--- src/rtl/scan_mem_loader.sv ---
// scan_mem_loader: serial scan responder that turns MSB-first address/data streams into
// single-cycle SRAM requests, streams read data back out, and gates entry into execution.
module scan_mem_loader #(
  parameter int ADDR_W = 16,
  parameter int DATA_W = 16
) (
  input  logic              clk,
  input  logic              reset,
  input  logic              scan_valid,
  input  logic              scan_in,
  input  logic              scan_data_or_addr,
  input  logic              read_write,
  input  logic              scan_start_exec,
  output logic              scan_out,
  output logic              scan_ready,
  output logic              mem_req,
  output logic              mem_we,
  output logic [ADDR_W-1:0] mem_addr,
  output logic [DATA_W-1:0] mem_wdata,
  input  logic [DATA_W-1:0] mem_rdata,
  output logic              exec_start,
  output logic              exec_active,
  output logic              proto_err
);
  localparam int MW = ADDR_W > DATA_W ? ADDR_W : DATA_W;
  localparam int CW = $clog2(MW) + 1;
  typedef enum logic [2:0] {IDLE, ADDR, DATA, WRITE, RD_REQ, RD_WAIT, SHOUT, EXEC} state_t;
  state_t r_state, w_state_n;
  logic [ADDR_W-1:0] r_addr, w_addr_n, w_addr_sh, r_mem_addr, w_mem_addr_n;
  logic [DATA_W-1:0] r_data, w_data_n, w_data_sh, r_sout, w_sout_n, r_mem_wdata, w_mem_wdata_n;
  logic [CW-1:0] r_cnt, w_cnt_n;
  logic r_op_wr, w_op_wr_n, r_err, w_err_n, r_se_d, r_exec_start;
  logic w_rise, w_last_a, w_last_d;
  assign w_rise    = scan_start_exec & ~r_se_d;
  assign w_last_a  = r_cnt == CW'(ADDR_W - 1);
  assign w_last_d  = r_cnt == CW'(DATA_W - 1);
  assign w_addr_sh = {r_addr[ADDR_W-2:0], scan_in};
  assign w_data_sh = {r_data[DATA_W-2:0], scan_in};
  always_comb begin
    w_state_n     = r_state;
    w_addr_n      = r_addr;
    w_data_n      = r_data;
    w_sout_n      = r_sout;
    w_cnt_n       = r_cnt;
    w_op_wr_n     = r_op_wr;
    w_err_n       = r_err;
    w_mem_addr_n  = r_mem_addr;
    w_mem_wdata_n = r_mem_wdata;
    case (r_state)
      IDLE: if (scan_valid) begin
        if (scan_data_or_addr) w_err_n = 1'b1;
        else begin
          w_state_n = ADDR;
          w_addr_n  = {{(ADDR_W-1){1'b0}}, scan_in};
          w_data_n  = '0;
          w_cnt_n   = CW'(1);
          w_op_wr_n = read_write;
        end
      end
      ADDR: if (scan_valid) begin
        if (scan_data_or_addr) begin
          w_err_n   = 1'b1;
          w_state_n = IDLE;
        end else begin
          w_addr_n = w_addr_sh;
          w_cnt_n  = w_last_a ? '0 : r_cnt + 1'b1;
          if (w_last_a) begin
            w_state_n    = r_op_wr ? DATA : RD_REQ;
            w_mem_addr_n = r_op_wr ? r_mem_addr : w_addr_sh;
          end
        end
      end
      DATA: if (scan_valid) begin
        if (!scan_data_or_addr) begin
          w_err_n   = 1'b1;
          w_state_n = IDLE;
        end else begin
          w_data_n = w_data_sh;
          w_cnt_n  = w_last_d ? '0 : r_cnt + 1'b1;
          if (w_last_d) begin
            w_state_n     = WRITE;
            w_mem_addr_n  = r_addr;
            w_mem_wdata_n = w_data_sh;
          end
        end
      end
      WRITE: begin
        w_state_n = IDLE;
        w_err_n   = r_err | scan_valid;
      end
      RD_REQ: begin
        w_state_n = scan_valid ? IDLE : RD_WAIT;
        w_err_n   = r_err | scan_valid;
      end
      RD_WAIT: begin
        w_state_n = scan_valid ? IDLE : SHOUT;
        w_err_n   = r_err | scan_valid;
        w_sout_n  = scan_valid ? r_sout : mem_rdata;
        w_cnt_n   = '0;
      end
      SHOUT: if (scan_valid) begin
        if (!scan_data_or_addr) begin
          w_err_n   = 1'b1;
          w_state_n = IDLE;
        end else begin
          w_sout_n  = {r_sout[DATA_W-2:0], 1'b0};
          w_cnt_n   = w_last_d ? '0 : r_cnt + 1'b1;
          w_state_n = w_last_d ? IDLE : SHOUT;
        end
      end
      EXEC: w_state_n = scan_start_exec ? EXEC : IDLE;
      default: w_state_n = IDLE;
    endcase
    // A rising exec request overrides whatever the transaction was about to do
    if (w_rise && r_state != EXEC) begin
      w_state_n     = EXEC;
      w_err_n       = r_err | (r_state != IDLE);
      w_sout_n      = r_sout;
      w_mem_addr_n  = r_mem_addr;
      w_mem_wdata_n = r_mem_wdata;
    end
  end
  always_ff @(posedge clk or posedge reset) begin
    if (reset) begin
      r_state      <= IDLE;
      r_addr       <= '0;
      r_data       <= '0;
      r_sout       <= '0;
      r_cnt        <= '0;
      r_op_wr      <= 1'b0;
      r_err        <= 1'b0;
      r_se_d       <= 1'b0;
      r_exec_start <= 1'b0;
      r_mem_addr   <= '0;
      r_mem_wdata  <= '0;
    end else begin
      r_state      <= w_state_n;
      r_addr       <= w_addr_n;
      r_data       <= w_data_n;
      r_sout       <= w_sout_n;
      r_cnt        <= w_cnt_n;
      r_op_wr      <= w_op_wr_n;
      r_err        <= w_err_n;
      r_se_d       <= scan_start_exec;
      r_exec_start <= (w_state_n == EXEC) && (r_state != EXEC);
      r_mem_addr   <= w_mem_addr_n;
      r_mem_wdata  <= w_mem_wdata_n;
    end
  end
  assign scan_out    = r_sout[DATA_W-1];
  assign scan_ready  = r_state == IDLE || r_state == ADDR || r_state == DATA || r_state == SHOUT;
  assign mem_req     = r_state == WRITE || r_state == RD_REQ;
  assign mem_we      = r_state == WRITE;
  assign mem_addr    = r_mem_addr;
  assign mem_wdata   = r_mem_wdata;
  assign exec_start  = r_exec_start;
  assign exec_active = r_state == EXEC;
  assign proto_err   = r_err;
endmodule

--- config.mk ---
export PLATFORM = sky130hd
export DESIGN_NAME = scan_mem_loader
export DESIGN_NICKNAME = d
export VERILOG_FILES = /design/src/rtl/scan_mem_loader.sv
export SDC_FILE = /design/constraint.sdc
export NUM_CORES = 1
export LEC_CHECK = 0
export ABC_AREA = 1
export CORE_MARGIN = 1.5
export CORE_UTILIZATION = 30
export CTS_BUF_LIST = sky130_fd_sc_hd__clkbuf_16
export CTS_CLUSTER_DIAMETER = 30
export DETAILED_ROUTE_END_ITERATION = 16
export SLEW_MARGIN = 5
export SYNTH_ARGS = -nofsm -noshare
export SYNTH_HDL_FRONTEND = slang
export SYNTH_SLANG_ARGS = --single-unit
--- constraint.sdc ---
create_clock -name clk -period 5.9 [get_ports clk]
set_input_delay 0.885 -clock clk [delete_from_list [all_inputs] [get_ports clk]]
set_output_delay 0.885 -clock clk [all_outputs]
set_load 0.02 [all_outputs]
run_1/m1.png
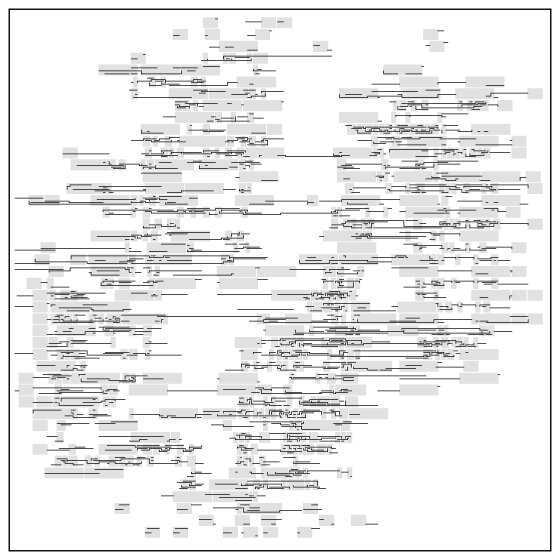
main direction	horizontal
wire length on this layer	4260 um
longest straight run	39.1 um
share of all routed wire	47%
nets with wire on the layer	511

run_1/m2.png
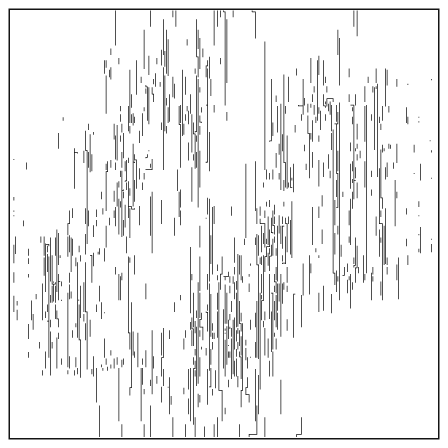
wire length on this layer	4220 um
share of all routed wire	47%
nets with wire on the layer	475
main direction	vertical
longest straight run	57.1 um

run_1/m4.png
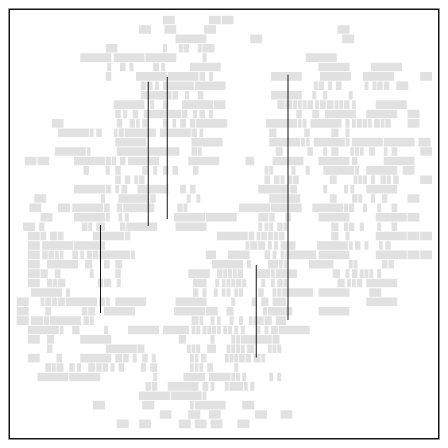
share of all routed wire	2.3%
nets with wire on the layer	3
longest straight run	70.7 um
wire length on this layer	205 um

==> flow report, run 1 <==
OUTCOME
--------------------------------------------------------------------------------------
Result of the run                                                         finished, final reports clean

WORST SETUP PATH
--------------------------------------------------------------------------------------
Ordered list of cells on the worst path                                   inv_4 > o21ai_0 > clkdlybuf4s50_1
Critical Path AT                                                               2.03 ns
Endpoint required time on the critical path                                    5.02 ns
Worst stage delay on the critical path                                         0.66 ns
Worst setup EP type                                                       primary output
Max FO, Critical Path                                                               11
Slowest-stage cell, CP                                                         dfrtp_1
Combined buffer and inverter count along the critical path                           2
Crit Reg-Reg Startpoint                                                   r_state[1]$_DFF_PP0_
Reg2reg end                                                               r_data[3]$_DFFE_PP0P_
Kind of start point of the critical path                                          flop
Category of the critical setup timing path                                     reg2out

FINAL LAYOUT
--------------------------------------------------------------------------------------
Final design area excluding fillers                                           5340 um2
Layout cell share with drive strength beyond 1                                   10.3%
Ant diodes                                                                           0
Most used cells in the layout excluding fill and tap cells                nand2_1 (127), dfrtp_1 (91), o21ai_0 (64)
Post-layout util                                                                 37.0%
P&R area growth vs syn                                                           21.8%
Final-stage net count                                                              582
Top cell excl fill/tap                                                         nand2_1

YOSYS
--------------------------------------------------------------------------------------
Share of the yosys chip area belonging to registers                              51.9%
Number of synthesized flops with an enable pin                                       0
Yosys synthesis chip area                                                     4390 um2
Post-synthesis net count                                                           533
Post-Syn Instances                                                                 509
Post-synthesis cell type count                                                      31
Number of cells in Yosys stat                                                      509
Share of async-settable or async-resettable flops after synthesis                 100%
Library cell with the highest instance count after synthesis                   nand2_1
Largest area contributor in the synthesized netlist                            dfrtp_1
Main flop type after synthesis                                                 dfrtp_1
Post-synthesis sequential element count                                             91
Most frequent cells after synthesis                                       nand2_1 (127), dfrtp_1 (91), o21ai_0 (64), inv_1 (54), o21ai_1 (35)

WORST HOLD PATH
--------------------------------------------------------------------------------------
Min-Delay Endpoint                                                        proto_err$_DFFE_PP0P_
Worst Min Path Start                                                      proto_err$_DFFE_PP0P_
Cells on Worst Hold Path                                                             2

PWR
--------------------------------------------------------------------------------------
Internal Dissipation                                                           1.39 mW
Power in the clock group                                                      0.572 mW
Group drawing the most power                                                 registers
Power share of the sequential group                                              41.2%
Power attributed to sequential cells                                          0.923 mW
Final Total Pwr                                                                2.24 mW

CLOCKING
--------------------------------------------------------------------------------------
TritonCTS Sinks                                                                     91
Clock slew at the register clock pins of the worst setup and hold paths        0.07 ns
Hold buffer count at cts                                                             0
Deepest level of the CTS H-tree                                                      3
Clock insertion delay at the later pin of the skew report                      0.34 ns
CTS tree                                                                          done
Number of buffers inserted during clock tree synthesis                               9
Root Buffer Master                                                           clkbuf_16
Maximum buffer depth of the clock tree                                               2
Post-cts repair resize count                                                         0

STA
--------------------------------------------------------------------------------------
Final setup violation count                                                          0
Setup total negative slack                                                        0 ns
Final Hold Viols                                                                     0
Post-route clock period utilization                                              49.5%
Final slew viol count                                                                0
Worst Max-Slew Pin Slew                                                       0.996 ns
Worst clock skew                                                            0.00598 ns
Smallest hold slack                                                           0.474 ns

RUN
--------------------------------------------------------------------------------------
Tool warnings                                                                       26
Max-cap violations                                                                   0

GRT
--------------------------------------------------------------------------------------
Aggregate global routing overflow                                                    0
Gr usage total                                                                   12.9%
Wire length of the first global-routing pass                                   15.3 mm
Pin count of the biggest net entering global routing                                59
Initial antenna violation count                                                      0

DETAILED ROUTING
--------------------------------------------------------------------------------------
Number of nets still failing antenna checks after routing                            0
Mean routed wirelength per cell                                                12.1 um
Residual DRC                                                                         0

PLACEMENT
--------------------------------------------------------------------------------------
Count of port buffers added during placement                                        61
Cell count after placement                                                         731
Gpl congestion                                                                   0.891

FLOORPLAN
--------------------------------------------------------------------------------------
Pre-Place Util                                                                   30.4%
Total die size                                                               15400 um2
Die Ht                                                                          124 um
Horizontal extent of the die                                                    124 um

-- run 1: cell type report --
class,count,area (um2)
Fill cell,1472,9080
Sequential cell,91,2280
Multi-Input combinational cell,334,1700
Timing Repair Buffer,62,618
Inverter,60,231
Tap cell,184,230
Clock buffer,9,225
Clock inverter,7,66.3
-- run 1: layer usage --
layer | routed length (um) | track usage [%] | vias to the layer above
met3 | 326 | 2.84 | 13
met4 | 204 | 5.82 | 0
met5 | 0 | 0 | -
li1 | - | - | 1735
met2 | 4220 | 21.0 | 67
met1 | 4260 | 16.3 | 1579
-- run 1: cell families (layout without fill, tap and decap cells) --
logic type / Yosys count / count (layout) / synth area share (%)
AOI/OAI and AO/OA: 122 / 122 / 14.9
adders and majority gates: 1 / 1 / 0.285
buffers and inverters: 84 / 138 / 9.49
xor gates and xnor gates: 1 / 1 / 0.200
DFF: 91 / 91 / 51.9
and+or+nand+nor: 210 / 210 / 23.3
-- run 1: registers in the layout (all words and copies together), names as in the netlist --
signal      flops
mem_addr       16
mem_wdata      16
r_addr         16
r_sout         16
r_data         15
r_cnt           5
r_state         3
exec_start      1
proto_err       1
r_op_wr         1
r_se_d          1
-- run 1: how the worst max path moves through the flow --
| stage | from | end | slack [ns] | depth (start not counted) |
|---|---|---|---|---|
| final | r_state[1]$_DFF_PP0_ | scan_ready | 2.98 | 3 |
| after global routing | r_state[1]$_DFF_PP0_ | scan_ready | 2.88 | 3 |
| after CTS | r_state[1]$_DFF_PP0_ | scan_ready | 2.95 | 3 |
| after detailed placement | scan_valid | r_data[3]$_DFFE_PP0P_ | 3.03 | 5 |
| after global placement | scan_valid | r_data[7]$_DFFE_PP0P_ | 3.17 | 5 |
| after floorplan | reset | exec_start$_DFF_PP0_ | 2.65 | 1 |
run_1/congestion_map.png
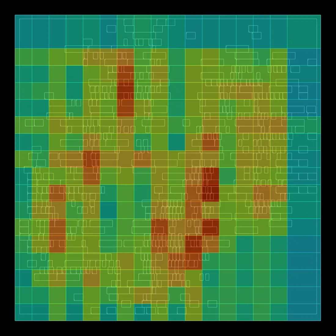

## Run 2: what changed since run 1
==> constraint.sdc (replaced) <==
create_clock -name clk -period 3 [get_ports clk]
set_input_delay 0.45 -clock clk [delete_from_list [all_inputs] [get_ports clk]]
set_output_delay 0.45 -clock clk [all_outputs]
set_load 0.02 [all_outputs]
run_2/congestion_map.png
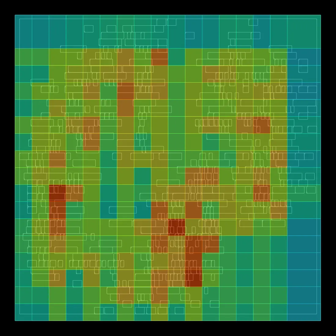
met3 usage in global routing: 5.13%
post-layout util: 37.8%
routing layer with the top usage in global route: met2
met2 Resource Use GR: 22.5%
gr usage total: 13.2%

run_2/m2.png
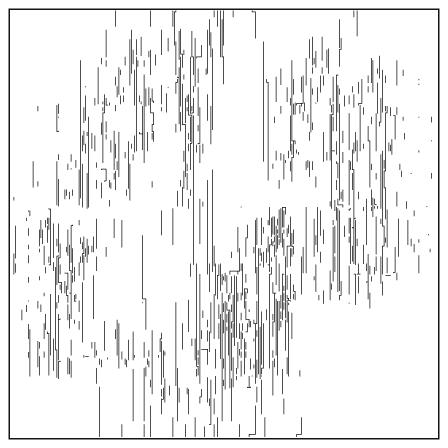
number of vias after detailed routing: 3431
Routed WL: 9.18 mm

==> run 2 against run 1 <==
Net effect:
- sequential cell count unchanged
- design area is 2.0% higher
- first-iteration DRC count grew 41%
- routed wire length increased by 1.8%
- count of clock-buffer cells in the layout stayed put
- largest cell class unchanged
==> flow report, run 2 <==
OUTCOME
--------------------------------------------------------------------------------------
Result of the run                                                         finished, final reports clean

FINAL LAYOUT
--------------------------------------------------------------------------------------
Most used cells in the layout excluding fill and tap cells                nand2_1 (127), dfrtp_1 (91), o21ai_0 (64)
Layout cell share with drive strength beyond 1                                   11.2%   +0.85 points
Final-stage net count                                                              584   +0.34%
Number of cells in the finished layout apart from fillers                          749
Ant diodes                                                                           0   unchanged
Final design area excluding fillers                                           5450 um2   +2.0%
Top cell excl fill/tap                                                         nand2_1

GRT
--------------------------------------------------------------------------------------
Pin count of the biggest net entering global routing                                40   -32%
Aggregate global routing overflow                                                    0   unchanged
Wire length of the first global-routing pass                                   15.6 mm   +2.3%

YOSYS
--------------------------------------------------------------------------------------
Yosys synthesis chip area                                                     4390 um2   unchanged
Number of synthesized flops with an enable pin                                       0   unchanged
Multiplexer share                                                                   0%   unchanged
And+or+nand+nor area frac                                                        23.3%   unchanged
Largest non-sequential cell family by area                                simple AND/OR/NAND/NOR gates
Mapped Area                                                                   4390 um2
Post-synthesis compound-gate area fraction                                       14.9%   unchanged
Main flop type after synthesis                                                 dfrtp_1
Number of cells in Yosys stat                                                      509   unchanged
Share of the yosys chip area belonging to registers                              51.9%   unchanged
Most frequent cells after synthesis                                       nand2_1 (127), dfrtp_1 (91), o21ai_0 (64), inv_1 (54), o21ai_1 (35)
Adders+Majority by Area                                                         0.285%   unchanged
Post-synthesis cell type count                                                      31   unchanged
Share of async-settable or async-resettable flops after synthesis                 100%   unchanged
XOR Share, Synth                                                                0.200%   unchanged
Post-synthesis sequential element count                                             91   unchanged
Post-Syn Instances                                                                 509   unchanged
Largest area contributor in the synthesized netlist                            dfrtp_1
Post-synthesis net count                                                           533   unchanged
Library cell with the highest instance count after synthesis                   nand2_1

WORST SETUP PATH
--------------------------------------------------------------------------------------
Ordered list of cells on the worst path                                   nor2_2 > nand2_1 > nand2_1 > clkdlybuf4s50_1
Worst setup EP type                                                       primary output
Combined buffer and inverter count along the critical path                           1   -1
Kind of start point of the critical path                                          flop
Endpoint required time on the critical path                                    2.55 ns   -2.47 ns
Category of the critical setup timing path                                     reg2out
Max FO, Critical Path                                                                9   -2
Worst stage delay on the critical path                                         0.61 ns   -0.05 ns
Critical Path AT                                                               2.03 ns   about the same
Slowest-stage cell, CP                                                    clkdlybuf4s50_1

FLOORPLAN
--------------------------------------------------------------------------------------
Pre-Place Util                                                                   30.4%   unchanged
Die Ht                                                                          124 um   unchanged
Horizontal extent of the die                                                    124 um   unchanged
Total die size                                                               15400 um2   unchanged

CLOCKING
--------------------------------------------------------------------------------------
Maximum buffer depth of the clock tree                                               2   unchanged
Hold buffer count at cts                                                             0   unchanged
Deepest level of the CTS H-tree                                                      3   unchanged
CTS tree                                                                          done
TritonCTS Sinks                                                                     91   unchanged
Clock insertion delay at the later pin of the skew report                      0.35 ns   about the same
Number of buffers inserted during clock tree synthesis                               9   unchanged
Clock slew at the register clock pins of the worst setup and hold paths        0.07 ns   about the same
Post-cts repair resize count                                                         0   unchanged
Root Buffer Master                                                           clkbuf_16

PWR
--------------------------------------------------------------------------------------
Internal Dissipation                                                           3.01 mW   +120%
Power share of the sequential group                                              38.6%   -2.6 points
Final Total Pwr                                                                4.71 mW   +110%

STA
--------------------------------------------------------------------------------------
Worst clock skew                                                            0.00595 ns   -0.0000294 ns
Setup total negative slack                                                        0 ns   unchanged
Final setup violation count                                                          0   unchanged
Worst Max-Slew Pin Slew                                                       0.957 ns   -0.0384 ns
Post-route clock period utilization                                              82.6%
Smallest hold slack                                                           0.454 ns   -0.0203 ns
Final slew viol count                                                                0   unchanged
Final Hold Viols                                                                     0   unchanged

PLACEMENT
--------------------------------------------------------------------------------------
Gpl congestion                                                                   0.846   -5.0%
Cell count after placement                                                         733   +0.27%
Pre-CTS setup slack                                                           0.619 ns
Count of port buffers added during placement                                        61   unchanged

DETAILED ROUTING
--------------------------------------------------------------------------------------
Number of nets still failing antenna checks after routing                            0   unchanged
Pre-antenna DRT Iters                                                                5
Mean routed wirelength per cell                                                12.3 um   +1.5%
Residual DRC                                                                         0   unchanged

RUN
--------------------------------------------------------------------------------------
Tool warnings                                                                       26   unchanged
Max-cap violations                                                                   0   unchanged

[run 2: cell type report]
| cell class | instances | area, um2 |
|---|---|---|
| Sequential cell | 91 | 2280 |
| Timing Repair Buffer | 64 | 646 |
| Fill cell | 1490 | 8970 |
| Clock buffer | 9 | 225 |
| Tap cell | 184 | 230 |
| Multi-Input combinational cell | 334 | 1700 |
| Clock inverter | 7 | 148 |
| Inverter | 60 | 231 |
[run 2: final timing paths]
check                                      startpoint                     end  slack (ns)  depth (start not counted)
worst min register to register  proto_err$_DFFE_PP0P_   proto_err$_DFFE_PP0P_        0.48                          2
worst max register to register   r_state[1]$_DFF_PP0_  r_sout[14]$_DFFE_PP0P_        0.84                          3
min in group clk                proto_err$_DFFE_PP0P_   proto_err$_DFFE_PP0P_        0.48                          2
max in group asynchronous                       reset   r_addr[6]$_DFFE_PP0P_        1.84                          3
worst min-delay path                            reset   r_sout[6]$_DFFE_PP0P_        0.45                          2
worst max-delay path             r_state[0]$_DFF_PP0_                 mem_req        0.52                          4
[run 2: cell families (layout without fill, tap and decap cells)]
family | count (synthesis) | in the layout
buffers and inverters | 84 | 140
flip-flops | 91 | 91
AND/OR/NAND/NOR | 210 | 210
adder cells (fa/ha/maj) | 1 | 1
AND-OR/OR-AND | 122 | 122
XOR/XNOR | 1 | 1
[run 2: power by group through the flow]
stage	combinational, mW	clock, mW	sequential (mW)
floorplan	1.31	0	1.73
global placement	1.47	0	1.82
detailed placement	1.51	0	1.83
CTS	1.51	1.46	1.82
global route	1.70	1.51	1.86
finish	1.49	1.40	1.82
[run 2: per-layer routing]
metal	GRT usage [%]	vias to the layer above	share of wire [%]
met2	22.5	60	48
met3	5.13	7	5.3
li1	-	1736	-
met4	3.84	0	1.4
met1	15.5	1628	46
met5	0	-	0
No activity file was given, so power comes from the tool's default toggle rates.
